`config.mk`:
```
export PLATFORM = sky130hd
export DESIGN_NAME = lcd_text_refresh
export DESIGN_NICKNAME = d
export VERILOG_FILES = /design/src/rtl/lcd_text_refresh.sv
export SDC_FILE = /design/constraint.sdc
export NUM_CORES = 1
export LEC_CHECK = 0
export ABC_AREA = 1
export CAP_MARGIN = 20
export CORE_MARGIN = 2
export CORE_UTILIZATION = 60
export CTS_CLUSTER_SIZE = 12
export DETAILED_ROUTE_END_ITERATION = 10
export GPL_ROUTABILITY_DRIVEN = 1
export PLACE_DENSITY = 0.82
export RECOVER_POWER = 50
export SYNTH_ARGS = -nofsm -noshare
export SYNTH_HDL_FRONTEND = slang
export SYNTH_SLANG_ARGS = --single-unit
```
`constraint.sdc`:
```
create_clock -name clk -period 4.1 [get_ports clk]
set_clock_uncertainty 0.1 [all_clocks]
set_input_delay 0.615 -clock clk [delete_from_list [all_inputs] [get_ports clk]]
set_output_delay 0.615 -clock clk [all_outputs]
set_load 0.03 [all_outputs]
```
`src/rtl/lcd_text_refresh.sv`:
```
// lcd_text_refresh: reads a 2x16 character frame from the display-text RAM and
// keeps an HD44780-compatible character LCD refreshed after its power-up init.
// Build macro LCD_4BIT_EN selects 4-bit bus mode (nibble preamble, function set
// 0x28, every byte sent as high/low nibble on lcd_data[7:4]); default is 8-bit.
module lcd_text_refresh #(
    parameter int                    ADDR_WIDTH  = 9,
    parameter logic [ADDR_WIDTH-1:0] BASE_ADDR   = '0,
    parameter int                    POWERUP_CYC = 750000,
    parameter int                    E_CYC       = 25,
    parameter int                    CMD_CYC     = 2500,
    parameter int                    CLEAR_CYC   = 100000
) (
    input  logic                  clk,
    input  logic                  reset,
    output logic [ADDR_WIDTH-1:0] raddr,
    input  logic [7:0]            rdata,
    output logic                  lcd_rs,
    output logic                  lcd_rw,
    output logic                  lcd_e,
    output logic [7:0]            lcd_data,
    output logic                  init_done,
    output logic                  frame_done
);

    // One counter serves the power-up wait and the whole strobe+idle of a byte,
    // so it must hold the larger of the two without wrapping.
    localparam int WAIT_MAX   = (CLEAR_CYC > CMD_CYC) ? CLEAR_CYC : CMD_CYC;
    localparam int STROBE_MAX = E_CYC + WAIT_MAX + 2;
    localparam int CNT_MAX    = (POWERUP_CYC > STROBE_MAX) ? POWERUP_CYC : STROBE_MAX;
    localparam int CNT_W      = $clog2(CNT_MAX + 1);

    localparam logic [CNT_W-1:0] PWR_LAST   = CNT_W'(POWERUP_CYC - 1);
    localparam logic [CNT_W-1:0] E_LAST     = CNT_W'(E_CYC);
    localparam logic [CNT_W-1:0] CMD_STOP   = CNT_W'(E_CYC + CMD_CYC);
    localparam logic [CNT_W-1:0] CLEAR_STOP = CNT_W'(E_CYC + CLEAR_CYC);

    localparam logic [2:0] S_PWR_WAIT = 3'd0;
    localparam logic [2:0] S_INIT     = 3'd1;
    localparam logic [2:0] S_SET_ADDR = 3'd2;
    localparam logic [2:0] S_FETCH    = 3'd3;
    localparam logic [2:0] S_CHAR     = 3'd4;
    localparam logic [2:0] S_STROBE   = 3'd5;
    localparam logic [2:0] S_INIT_NXT = 3'd6;
    localparam logic [2:0] S_CHAR_NXT = 3'd7;

`ifdef LCD_4BIT_EN
    // Entries 0..3 are single-nibble wake-up writes (value in the high nibble).
    localparam logic [3:0]       INIT_LAST = 4'd9;
    localparam logic [CNT_W-1:0] LOW_LOAD  = CNT_W'(E_CYC + 2);

    function automatic logic [7:0] init_byte(input logic [3:0] idx);
        case (idx)
            4'd0, 4'd1, 4'd2: init_byte = 8'h30;
            4'd3:             init_byte = 8'h20;
            4'd4, 4'd5, 4'd6: init_byte = 8'h28;
            4'd7:             init_byte = 8'h0C;
            4'd8:             init_byte = 8'h01;
            4'd9:             init_byte = 8'h06;
            default:          init_byte = 8'h00;
        endcase
    endfunction
`else
    localparam logic [3:0] INIT_LAST = 4'd5;

    function automatic logic [7:0] init_byte(input logic [3:0] idx);
        case (idx)
            4'd0, 4'd1, 4'd2: init_byte = 8'h38;
            4'd3:             init_byte = 8'h0C;
            4'd4:             init_byte = 8'h01;
            4'd5:             init_byte = 8'h06;
            default:          init_byte = 8'h00;
        endcase
    endfunction
`endif

    logic [2:0]            state_r;
    logic [2:0]            ret_r;
    logic [CNT_W-1:0]      cnt_r;
    logic [CNT_W-1:0]      stop_r;
    logic [3:0]            init_idx_r;
    logic                  line_r;
    logic [3:0]            col_r;
    logic [7:0]            char_r;
    logic [ADDR_WIDTH-1:0] raddr_r;
    logic                  lcd_rs_r;
    logic                  lcd_e_r;
    logic [7:0]            lcd_data_r;
    logic                  init_done_r;
    logic                  frame_done_r;
`ifdef LCD_4BIT_EN
    logic [7:0]            byte_r;
    logic                  low_pend_r;
    logic                  load_single_s;
`endif

    logic [7:0]            load_byte_s;
    logic                  load_rs_s;
    logic                  load_clear_s;
    logic [2:0]            load_ret_s;
    logic [ADDR_WIDTH-1:0] fetch_addr_s;

    // Select the byte, register-select and follow-on state for the next bus write.
    always_comb begin
        load_byte_s   = 8'h00;
        load_rs_s     = 1'b0;
        load_clear_s  = 1'b0;
        load_ret_s    = S_FETCH;
`ifdef LCD_4BIT_EN
        load_single_s = 1'b0;
`endif
        case (state_r)
            S_INIT: begin
                load_byte_s   = init_byte(init_idx_r);
                load_clear_s  = (load_byte_s == 8'h01);
                load_ret_s    = S_INIT_NXT;
`ifdef LCD_4BIT_EN
                load_single_s = (init_idx_r < 4'd4);
`endif
            end
            S_SET_ADDR: begin
                load_byte_s = line_r ? 8'hC0 : 8'h80;
                load_ret_s  = S_FETCH;
            end
            S_CHAR: begin
                load_byte_s = (char_r == 8'h00) ? 8'h20 : char_r;
                load_rs_s   = 1'b1;
                load_ret_s  = S_CHAR_NXT;
            end
            default: begin
                load_byte_s = 8'h00;
            end
        endcase
    end

    // Frame position to RAM address; wraps naturally at ADDR_WIDTH bits.
    always_comb begin
        fetch_addr_s = BASE_ADDR + ADDR_WIDTH'({line_r, col_r});
    end

    // Main sequencer: power-up wait, init table, address commands, character refresh.
    always_ff @(posedge clk or negedge reset) begin
        if (!reset) begin
            state_r      <= S_PWR_WAIT;
            ret_r        <= S_FETCH;
            cnt_r        <= '0;
            stop_r       <= '0;
            init_idx_r   <= 4'd0;
            line_r       <= 1'b0;
            col_r        <= 4'd0;
            char_r       <= 8'h00;
            raddr_r      <= BASE_ADDR;
            lcd_rs_r     <= 1'b0;
            lcd_e_r      <= 1'b0;
            lcd_data_r   <= 8'h00;
            init_done_r  <= 1'b0;
            frame_done_r <= 1'b0;
`ifdef LCD_4BIT_EN
            byte_r       <= 8'h00;
            low_pend_r   <= 1'b0;
`endif
        end else begin
            frame_done_r <= 1'b0;
            case (state_r)
                S_PWR_WAIT: begin
                    if (cnt_r == PWR_LAST) begin
                        cnt_r      <= '0;
                        init_idx_r <= 4'd0;
                        state_r    <= S_INIT;
                    end else begin
                        cnt_r <= cnt_r + 1'b1;
                    end
                end
                // This edge is the setup cycle: rs/data driven, lcd_e still low.
                S_INIT, S_SET_ADDR, S_CHAR: begin
                    lcd_rs_r <= load_rs_s;
`ifdef LCD_4BIT_EN
                    lcd_data_r <= {load_byte_s[7:4], 4'b0000};
                    byte_r     <= load_byte_s;
                    low_pend_r <= !load_single_s;
`else
                    lcd_data_r <= load_byte_s;
`endif
                    stop_r  <= load_clear_s ? CLEAR_STOP : CMD_STOP;
                    ret_r   <= load_ret_s;
                    cnt_r   <= '0;
                    state_r <= S_STROBE;
                    if (state_r == S_SET_ADDR) begin
                        col_r <= 4'd0;
                    end
                end
                // E high for E_CYC clocks, one hold clock, then the idle wait.
                S_STROBE: begin
                    cnt_r   <= cnt_r + 1'b1;
                    lcd_e_r <= (cnt_r < E_LAST);
`ifdef LCD_4BIT_EN
                    if (low_pend_r && (cnt_r == LOW_LOAD)) begin
                        lcd_data_r <= {byte_r[3:0], 4'b0000};
                        low_pend_r <= 1'b0;
                        cnt_r      <= '0;
                    end else if (!low_pend_r && (cnt_r == stop_r)) begin
                        state_r <= ret_r;
                        cnt_r   <= '0;
                    end
`else
                    if (cnt_r == stop_r) begin
                        state_r <= ret_r;
                        cnt_r   <= '0;
                    end
`endif
                end
                // Drive the address, then latch RAM dout two edges later.
                S_FETCH: begin
                    cnt_r <= cnt_r + 1'b1;
                    if (cnt_r == '0) begin
                        raddr_r <= fetch_addr_s;
                    end
                    if (cnt_r == CNT_W'(2)) begin
                        char_r  <= rdata;
                        cnt_r   <= '0;
                        state_r <= S_CHAR;
                    end
                end
                S_INIT_NXT: begin
                    if (init_idx_r == INIT_LAST) begin
                        init_done_r <= 1'b1;
                        line_r      <= 1'b0;
                        state_r     <= S_SET_ADDR;
                    end else begin
                        init_idx_r <= init_idx_r + 4'd1;
                        state_r    <= S_INIT;
                    end
                end
                S_CHAR_NXT: begin
                    cnt_r <= '0;
                    if (col_r == 4'd15) begin
                        col_r   <= 4'd0;
                        state_r <= S_SET_ADDR;
                        if (line_r) begin
                            frame_done_r <= 1'b1;
                            line_r       <= 1'b0;
                        end else begin
                            line_r <= 1'b1;
                        end
                    end else begin
                        col_r   <= col_r + 4'd1;
                        state_r <= S_FETCH;
                    end
                end
                default: begin
                    state_r <= S_PWR_WAIT;
                    cnt_r   <= '0;
                end
            endcase
        end
    end

    assign raddr      = raddr_r;
    assign lcd_rs     = lcd_rs_r;
    assign lcd_rw     = 1'b0;
    assign lcd_e      = lcd_e_r;
    assign lcd_data   = lcd_data_r;
    assign init_done  = init_done_r;
    assign frame_done = frame_done_r;

endmodule

```
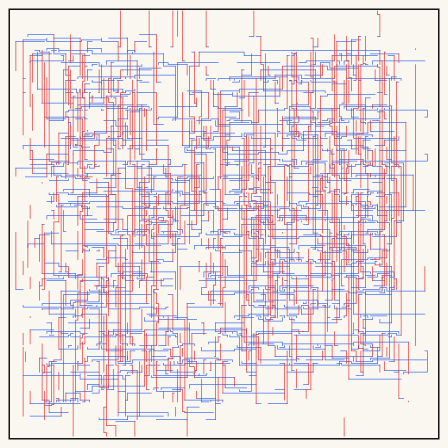
(run_1/layers.png)
Only two layers are drawn.
- M2: red (wire length 4290 um)
- M1: blue (wire length 3730 um)

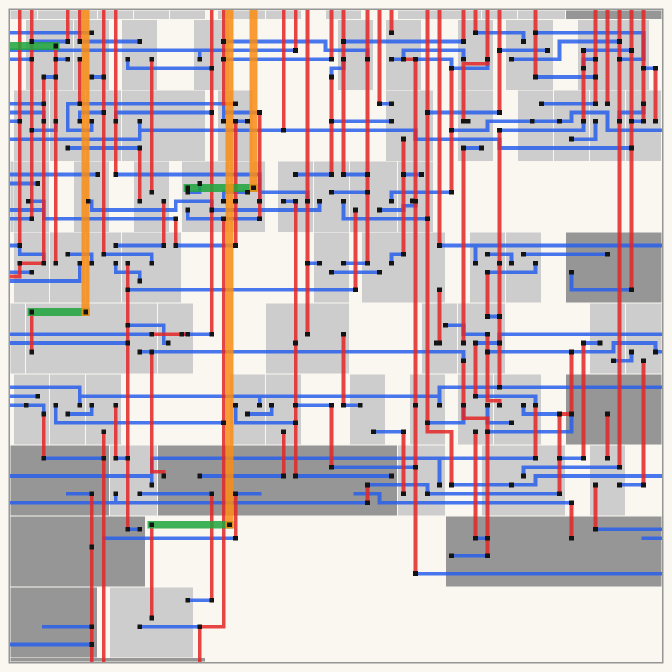
(run_1/closeup.png)
Window x 50 to 75, y 8 to 33 um. Cells in gray, sequential cells in the stronger gray; small squares are vias.
- M2: red
- M1: blue
- M4: orange
- M3: green
- most frequent: nand2_1 (24), inv_1 (10), nand3_1 (7)
- cells with their middle in the window: 61
- netlist names of flops here include: cnt_r (2), stop_r (1)
- sequential cells in the window: 3

==> results.txt, run 1 <==
run results: status=finished, violations left, failing checks=capacitance limit, slew limit, Tmin final=2.378 ns, post-CTS setup buffer count=0, CTS tree=done, CP Class=flip-flop to flip-flop, fraction of registers with async set or reset after synthesis=1.000, vias in the first global route=3171, worst hold slack=0.3699 ns, ys flop type=dfrtp_1, share of cells above drive strength 1=0.08922, via count=3316, Final TNS setup=0 ns, clk_lat worst skew=0.35 ns, count of final setup violators=0, # Cells Yosys=504, Hold WC Path Type=flip-flop to flip-flop, Worst-Margin Slew=2.131 ns, Rows=28, # DRC=0, leakage power=2.100 nW, Syn Area/Cell=7.391 sq um, GRT Util Overall=0.2784, drt total wl=8610 um, CP endpoint kind=flip-flop, Initial DRC Count=201, I/O pins=32, DP Wirelength=6343 um, Post-Synthesis Cells=504, Die X=82.79 um, Die Size=6854 sq um, routed wire length per instance=14.05 um, fin crit share=0.5800, Yosys chip area=3725 sq um, worst relative slew slack=-0.4207, ys flops=62, max_cap viols=1, area of placed instances=4008 sq um, VDD IR-drop max=241.2 uV, Seq share, synth=0.4169, I/O Buffers=26, fin cells=613, Hold Violations, Final=0, PwrDens=281.4 nW/um^2, crit-path max FO=21, CORE AREA=5956 sq um, Hold-fix buffers, CTS=0, H-tree depth=3, DR pass1 iterations=5, CP Launch Type=flip-flop, pin count of the biggest net entering global routing=40, DRT antenna net count=0, Ys Warns=0, max frequency=420.5 MHz, Placed Cells=597, RSZ-0062 raised after global routing=false, initial antenna violation count=0, FP Core Util=0.6254, CTS Buffer Depth=2, post-cts sizing count=0, Clock transition at path regs=0.08 ns, Arr. time, crit path=2.52 ns, post-route cell area=4197 sq um, RePlAce Congestion=0.9584, Distinct cells, synth=39, first-pass GRT wire length=14280 um, Synth Cell Area=3725 sq um, vias per cell=5.409, total gr overflow=0, Area Overhead vs Synth=12.66%, CTS Sinks=62, Die H=82.79 um, Nets=553, CTS root buffer=clkbuf_8, Tool Warnings=32, Post-synth EDFFs=0, CP required=4.24 ns, Slew Viols, Final=40, # diodes=0, Num CTS Buffers=9
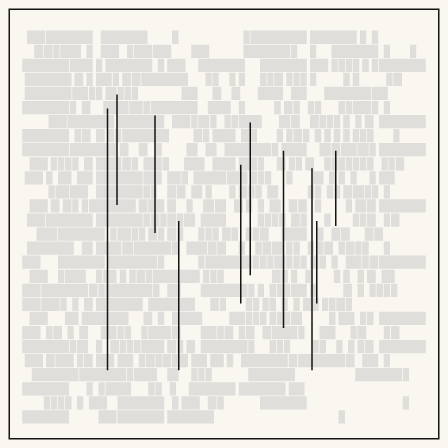
(run_1/m4.png)
Cells faint in the background.
- nets with wire on the layer: 9
- share of all routed wire: 3.3%

[run 1: layout by cell type, fill, tap and decap left out, types with 7 or more instances in the layout]
cell type and count:
nand2_1 144, inv_1 61, dfrtp_1 61, nor2_1 57, nand3_1 42, clkdlybuf4s50_1 25, a21oi_1 18, o21ai_0 15
nor3_1 11, xor2_1 11, ha_1 9, clkbuf_8 9, nand4_1 8, nor2_2 7, inv_2 7
[run 1: worst max-delay path, stage by stage (launching register included)]
cell	delay (ns)
dfrtp_1	0.47
fa_1	0.52
nor2_2	0.17
nand2_4	0.08
nor2_2	0.69
a211oi_1	0.09
nand2_1	0.09
nand2_1	0.05
[run 1: sequential cells by signal, indices dropped and copies added (netlist names), 2 cells and up]
name and flops:
state_r 3, init_idx_r 4, col_r 4, raddr 5, stop_r 3, char_r 8, lcd_data 8, cnt_r 20
ret_r 2
[run 1: kinds of logic after synthesis]
logic type	after synthesis	share of synthesized area
flip-flops	62	0.4169
multiplexers	3	0.009069
AND-OR/OR-AND	48	0.07424
buffers and inverters	81	0.09237
XOR/XNOR	12	0.02822
other	1	0.001007
adder cells (fa/ha/maj)	10	0.03561
AND/OR/NAND/NOR	287	0.3426
[run 1: metrics by stage]
| step | total power [mW] | worst slack (ns) | utilization |
|---|---|---|---|
| 2_1_floorplan | 0.6425 | 2.260 | - |
| 3_3_place_gp | 0.6604 | 1.815 | 0.6729 |
| 3_5_place_dp | 0.6612 | 1.734 | 0.6729 |
| 4_1_cts | 1.184 | 1.725 | 0.7048 |
| 5_1_grt | 1.209 | 1.299 | 0.7046 |
| 6_report | 1.181 | 1.722 | 0.7046 |
[run 1: final cells by class]
type	count	area [sq um]
clock buffer	10	127.6
clock inverter	6	62.56
fill	504	1759
inverter	68	255.2
multi-input combinational	365	1843
sequential	62	1553
tap	75	93.84
timing repair buffer	27	261.5
[run 1: worst paths after layout]
| kind | startpoint | endpoint | slack, ns | cells past startpoint |
|---|---|---|---|---|
| min reg2reg | init_done | init_done | 0.37 | 2 |
| min in group asynchronous | reset | cnt_r[11] | 0.78 | 1 |
| max reg2reg | state_r[0] | cnt_r[10] | 1.72 | 7 |
| max | state_r[0] | cnt_r[10] | 1.72 | 7 |
| max in group asynchronous | reset | ret_r[0] | 1.79 | 2 |
| min | init_done | init_done | 0.37 | 2 |
[run 1: layer usage]
metal	GRT usage	vias up	wire length [um]
li1	-	1659	-
met1	0.3336	1554	3730
met2	0.4847	77	4287
met3	0.04221	26	311
met4	0.1426	0	280
met5	0	-	0
[run 1: cell usage after synthesis, types with 7 or more instances]
cell type,count,area [sq um]
o21ai_0,15,75.07
xor2_1,11,96.34
dfrtp_1,61,1526
ha_1,9,112.6
inv_1,61,229.0
nor3_1,11,55.05
nor2_2,7,43.79
nand2_1,144,540.5
a21oi_1,18,90.09
inv_2,7,26.28
nand3_1,42,210.2
nand4_1,8,50.05
nor2_1,57,214.0
[run 1: report_power, final]
group	switching, mW	internal (mW)	leakage [nW]
logic	0.0216	0.00961	1.17
registers	0.00200	0.615	0.830
clock network	0.253	0.280	0.100
==> run_1/congestion_map.png <==
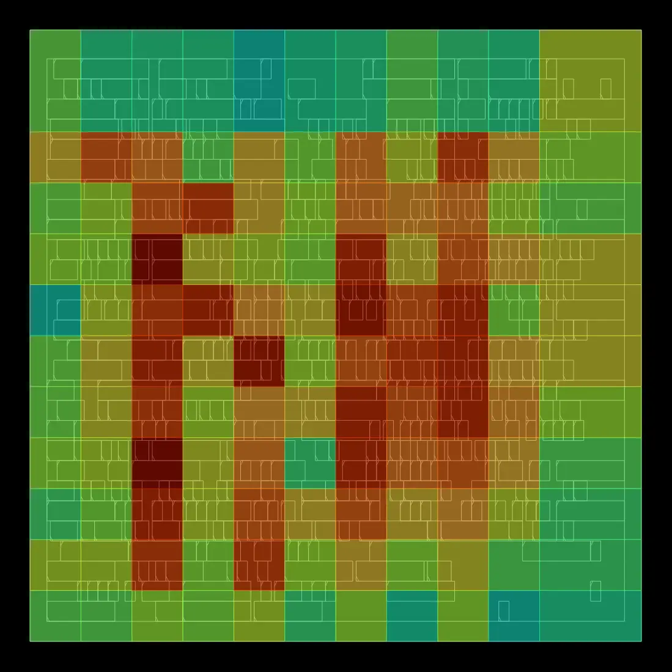

==> run 1 -> run 2 <==
Settings changed: CORE_UTILIZATION 60 to 53, PLACE_DENSITY 0.82 to 0.77.
Clock period 4.1 ns to 2.17 ns, I/O delays scaled along.
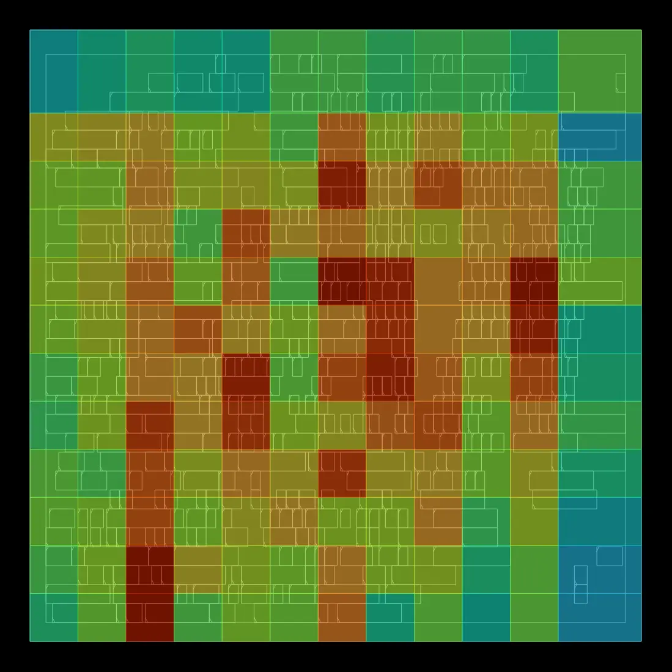
(run_2/congestion_map.png)
GRT Util Overall: 0.2500
Top Usage Layer GRT: met2

==> results.txt, run 2 <==
run results: CTS tree=done, area of placed instances=4076 sq um (+1.7%), Clock transition at path regs=0.07 ns (about the same), Rows=30 (+7.1%), Placed Cells=622 (+4.2%), fin crit share=0.9191 (+0.3390), fin cells=639 (+4.2%), fraction of registers with async set or reset after synthesis=1.000 (unchanged), CTS Buffer Depth=2 (unchanged), WHS Path Cells=2 (unchanged), Tmin final=1.994 ns (-0.3838 ns), CTS root buffer=clkbuf_8, share of cells above drive strength 1=0.09576 (+0.006545), H-tree depth=3 (unchanged), Hold Violations, Final=0 (unchanged), Slew Viols, Final=0 (-100%), Max-area cell share=0.4098 (unchanged), Die X=87.83 um (+6.1%), Die Size=7714 sq um (+13%), Area Overhead vs Synth=15.08%, CP Class=flip-flop to flip-flop, initial antenna violation count=0 (unchanged), FP Core Util=0.5483 (-0.07717), CP required=2.30 ns (-1.94 ns), Hold WC Path Type=flip-flop to flip-flop, routed wire length per instance=13.62 um (-3.0%), leakage power=2.135 nW (+1.6%), Syn Area/Cell=7.391 sq um (unchanged), Arr. time, crit path=2.12 ns (-0.40 ns), Final Core Density=0.6309 (-0.07368), most frequent cell after synthesis=nand2_1, CTS Sinks=62 (unchanged), total gr overflow=0 (unchanged), DRT antenna net count=0 (unchanged), Num CTS Buffers=9 (unchanged), via count=3306 (-0.30%), Gate Area=1843 sq um (unchanged), CP Launch Type=flip-flop, CP endpoint kind=flip-flop, max layer used=met4, worst relative slew slack=0.1017 (+0.5224), crit-path max FO=17 (-19%), post-cts sizing count=0 (unchanged), Initial DRC Count=246 (+22%), PwrDens=548.1 nW/um^2 (+95%), Die H=87.83 um (+6.1%), Seq share, synth=0.4169 (unchanged), Worst-Margin Slew=1.347 ns (-0.7836 ns), worst hold slack=0.3740 ns (+0.004059 ns), DR pass1 iterations=6 (+1), R2R depth=12 (+5), Post-synth EDFFs=0 (unchanged), drt total wl=8706 um (+1.1%), number of fill cells in the layout=595 (+18%), post-route cell area=4287 sq um (+2.1%), CORE AREA=6794 sq um (+14%), post-CTS setup buffer count=0 (unchanged), status=completed, # diodes=0 (unchanged), count of final setup violators=0 (unchanged), Tool Warnings=32 (unchanged), RePlAce Congestion=0.9648 (+0.67%), Hold-fix buffers, CTS=1 (+1), # DRC=0 (unchanged), clk_lat worst skew=0.35 ns (about the same), Metal-1 WL=3953 um (+6.0%), RSZ-0062 raised after global routing=false, max frequency=501.4 MHz (+19%), ys flop type=dfrtp_1, # Cells Yosys=504 (unchanged), DP Wirelength=6494 um (+2.4%), vias per cell=5.174 (-4.4%), first-pass GRT wire length=14790 um (+3.6%), Commonest Layout Cell=nand2_1, Synth area leaders=dfrtp_1, nand2_1, inv_1, number of flip-flops in the largest register=20 (unchanged), metal3 WL=286 um (-8.0%), Distinct cells, synth=39 (unchanged), routed length on met2=4295 um (+0.19%), area leader, netlist=dfrtp_1, top cells by count=nand2_1, dfrtp_1, inv_1, nor2_1, nand3_1, I/O pins=32 (unchanged)
## run 2: logic make-up after synthesis
logic type      after synthesis  synth area share
simple gates                287            0.3426
buf+inv                      81           0.09237
flops                        62            0.4169
compound gates               48           0.07424
xor+xnor                     12           0.02822
fa+ha+maj                    10           0.03561
mux                           3          0.009069
other cells                   1          0.001007
## run 2: path summary, 6_finish.rpt
path                           start         to  slack [ns]
setup / recovery            cnt_r[0]  cnt_r[18]        0.18
hold / removal             init_done  init_done        0.37
setup reg to reg            cnt_r[0]  cnt_r[18]        0.18
hold reg to reg            init_done  init_done        0.37
max in group asynchronous      reset  cnt_r[18]        0.33
min in group asynchronous      reset  cnt_r[10]        0.79
## run 2: per-stage QoR
stage | setup WS [ns] | total power [mW]
finish | 0.1756 | 2.349
floorplan | 0.3304 | 1.214
CTS | 0.1753 | 2.375
global route | 0.01573 | 2.431
global placement | 0.2457 | 1.251
detailed placement | 0.1966 | 1.253
## run 2: layout make-up
class	count	area share
clock buffers	12	0.03386
inverters	68	0.05954
clock inverters	4	0.01635
well taps	96	0.02802
repair buffers	32	0.07005
flip-flops and latches	62	0.3622
multi-input cells	365	0.4299
## run 2: metal layers
metal / track usage / up-vias
li1: - / 1662
met1: 0.3126 / 1561
met2: 0.4291 / 63
met3: 0.05372 / 20
met4: 0.08671 / 0
met5: 0 / -
## run 2: critical path: stages, from the launching register on
cell and delay (ns):
dfrtp_1 0.46, ha_1 0.26, nand2_2 0.08, nor2_2 0.16, inv_1 0.08, nor2_1 0.10, nand3_1 0.09, nand2_2 0.13
nand2_4 0.16, nand2_1 0.11, nor2_1 0.04, nand2_1 0.05, nand2_1 0.05
## run 2: where the power goes
group	total [mW]	leakage [nW]	switching [mW]	internal, mW
sequential	1.17	0.830	0.00371	1.16
clock	1.12	0.110	0.447	0.675
combinational	0.0600	1.19	0.0411	0.0189
total	2.35	2.13	0.492	1.86
==> run_2/closeup.png <==
Window x 53 to 78, y 9 to 34 um. Cells in gray, sequential cells in the stronger gray; small squares are vias.
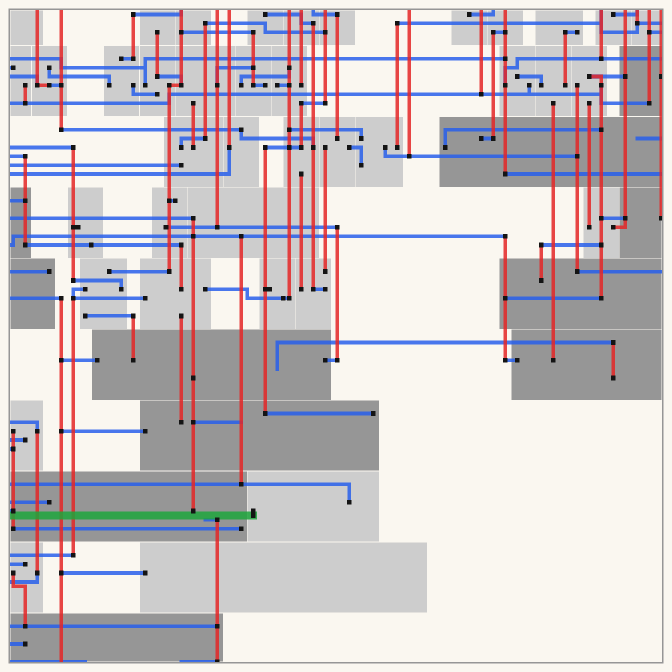

==> run 2 -> run 3 <==
Settings changed: CORE_UTILIZATION 53 to 54, CTS_BUF_LIST set to sky130_fd_sc_hd__clkbuf_8, GPL_ROUTABILITY_DRIVEN 1 to unset, PLACE_DENSITY 0.77 to 0.78.
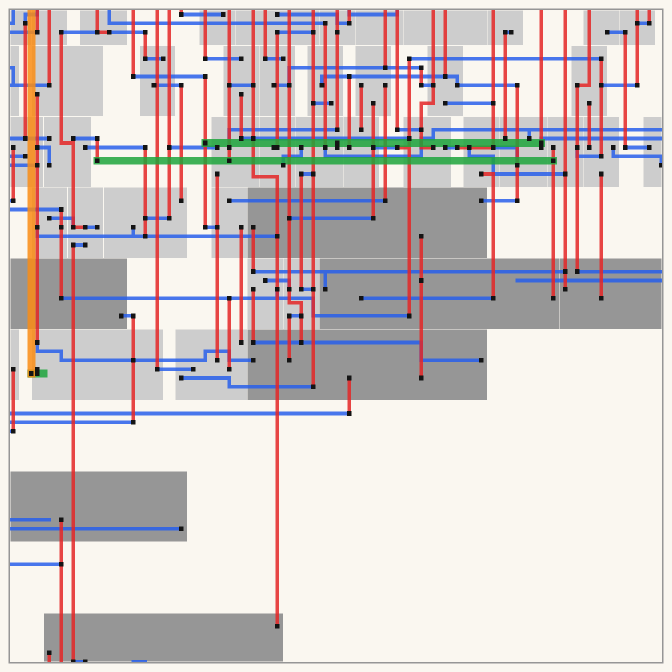
(run_3/closeup.png)
Window x 53 to 78, y 9 to 34 um. Cells in gray, sequential cells in the stronger gray; small squares are vias.
- M2: red
- M4: orange
- M3: green
- M1: blue
- sequential cells in the window: 5
- most frequent: nand2_1 (11), dfrtp_1 (5), inv_1 (4)
- netlist names of flops here include: cnt_r (4), init_idx_r (1)
- cells with their middle in the window: 32

==> results.txt, run 3 <==
run results: Die X=87.06 um (-0.88%), first-pass GRT wire length=14740 um (-0.37%), register share of total power=0.507 (+0.010), Area Overhead vs Synth=14.98% (about the same), Die H=87.06 um (-0.88%), Arr. time, crit path=2.16 ns (+0.04 ns), max frequency=494.1 MHz (-1.5%), I/O pins=32 (unchanged), PwrDens=537.3 nW/um^2 (-2.0%), RePlAce Congestion=0.9260 (-4.0%), top cells by count=nand2_1, dfrtp_1, inv_1, nor2_1, nand3_1, DR pass1 iterations=5 (-1), Synth area leaders=dfrtp_1, nand2_1, inv_1, Reg-to-Reg End=cnt_r[10], CP Launch Type=flip-flop, clk_lat worst skew=0.36 ns (about the same), worst relative slew slack=0.4361 (+0.3343), CP endpoint kind=flip-flop, CTS Sinks=62 (unchanged), Rows=30 (unchanged), Slew Viols, Final=0 (unchanged), drt total wl=8768 um (+0.71%), leakage power=2.122 nW (-0.59%), CTS tree=done, fin cells=623 (-2.5%), DP Wirelength=6348 um (-2.2%), Hold Violations, Final=0 (unchanged), Clock transition at path regs=0.08 ns (about the same), ys flop type=dfrtp_1, GRT Util Overall=0.2501 (about the same), Seq share, synth=0.4169 (unchanged), DRT antenna net count=0 (unchanged), worst setup margin=0.1460 ns (-0.02956 ns), H-tree depth=3 (unchanged), status=completed, routed wire length per instance=14.07 um (+3.3%), CP Class=flip-flop to flip-flop, Syn Area/Cell=7.391 sq um (unchanged), Die Size=7579 sq um (-1.8%), fraction of registers with async set or reset after synthesis=1.000 (unchanged), Worst R2R Setup Slack=0.15 ns (-0.03 ns), # diodes=0 (unchanged), FP Core Util=0.5544 (+0.006126), Worst-Margin Slew=0.8459 ns (-0.5015 ns), area leader, netlist=dfrtp_1, net switching power figure=0.5532 mW (+12%), most frequent cell after synthesis=nand2_1, Tool Warnings=32 (unchanged), share of cells above drive strength 1=0.1050 (+0.009208), R2R depth=8 (-4), Max-area cell share=0.4098 (unchanged), CTS Buffer Depth=2 (unchanged), Setup crit start=state_r[0], CORE AREA=6719 sq um (-1.1%), internal power=1.748 mW (-5.9%), crit-path max FO=21 (+4), fin crit share=0.9327 (+0.01362), Setup WS pre-CTS=0.1012 ns (-0.09537 ns), CP required=2.31 ns (about the same), Power Total=2.301 mW (-2.0%), via count=3370 (+1.9%), count of final setup violators=0 (unchanged), Commonest Layout Cell=nand2_1, total gr overflow=0 (unchanged), Num CTS Buffers=9 (unchanged), Tmin final=2.024 ns (+0.02956 ns), # DRC=0 (unchanged)
[run 3: cell type report]
cell class	count	area (sq um)
Fill cell	572	2436
Multi-Input combinational cell	365	1859
Sequential cell	62	1554
Timing Repair Buffer	32	302.8
Inverter	68	259.0
Clock buffer	10	137.6
Tap cell	80	100.1
Clock inverter	6	70.07
[run 3: worst max-delay path, cell delays in order (launching register included)]
cell	delay, ns
dfrtp_1	0.48
fa_1	0.52
nor2_2	0.16
nand2_4	0.09
nor2_2	0.09
buf_4	0.26
a211oi_1	0.07
nand2_1	0.07
nand2_1	0.06
[run 3: power by group through the flow]
stage / Sequential, mW / Clock [mW] / Combinational, mW
after floorplan: 1.19 / 0 / 0.0262
after global placement: 1.19 / 0 / 0.0629
after detailed placement: 1.19 / 0 / 0.0646
after CTS: 1.17 / 1.09 / 0.0664
after global routing: 1.17 / 1.13 / 0.0703
final: 1.17 / 1.08 / 0.0604
[run 3: through the flow]
step / hold WS (ns) / utilization / area (sq um)
floorplan: -0.07009 / - / 3740
global placement: 0.2607 / 0.6037 / 4056
detailed placement: 0.2633 / 0.6037 / 4056
CTS: 0.3779 / 0.6361 / 4274
global route: 0.4252 / 0.6374 / 4283
finish: 0.3710 / 0.6374 / 4283
[run 3: how the worst min path moves through the flow]
| stage | start | endpoint | slack, ns | cells past startpoint |
|---|---|---|---|---|
| 3_5_place_dp | reset | cnt_r[13] | 0.26 | 2 |
| 6_report | init_done | init_done | 0.37 | 2 |
| 2_1_floorplan | reset | char_r[0] | -0.07 | 0 |
| 4_1_cts | init_done | init_done | 0.38 | 2 |
| 3_3_place_gp | reset | cnt_r[11] | 0.26 | 2 |
| 5_1_grt | lcd_data[1] | lcd_data[1] | 0.43 | 2 |
[run 3: what timing repair did]
item,CTS,global route
hold buffers,1,0
endpoints found under the hold margin,61,0
gates resized,0,6
setup buffers,0,0
setup endpoints to repair,0,19
[run 3: per-layer routing]
layer  GRT usage  wire [um]
met5           0          0
met4     0.09091        145
met3     0.05592        411
met2      0.4212       4416
met1      0.3150       3795
[run 3: logic make-up (layout without fill, tap and decap cells)]
logic type	count (synthesis)	in the layout	share of synthesized area
buffers and inverters	81	116	0.09237
xor gates and xnor gates	12	12	0.02822
and+or+nand+nor	287	287	0.3426
muxes	3	3	0.009069
other	1	5	0.001007
DFF	62	62	0.4169
adders and majority gates	10	10	0.03561
AOI/OAI and AO/OA	48	48	0.07424
No activity file was given, so power comes from the tool's default toggle rates.
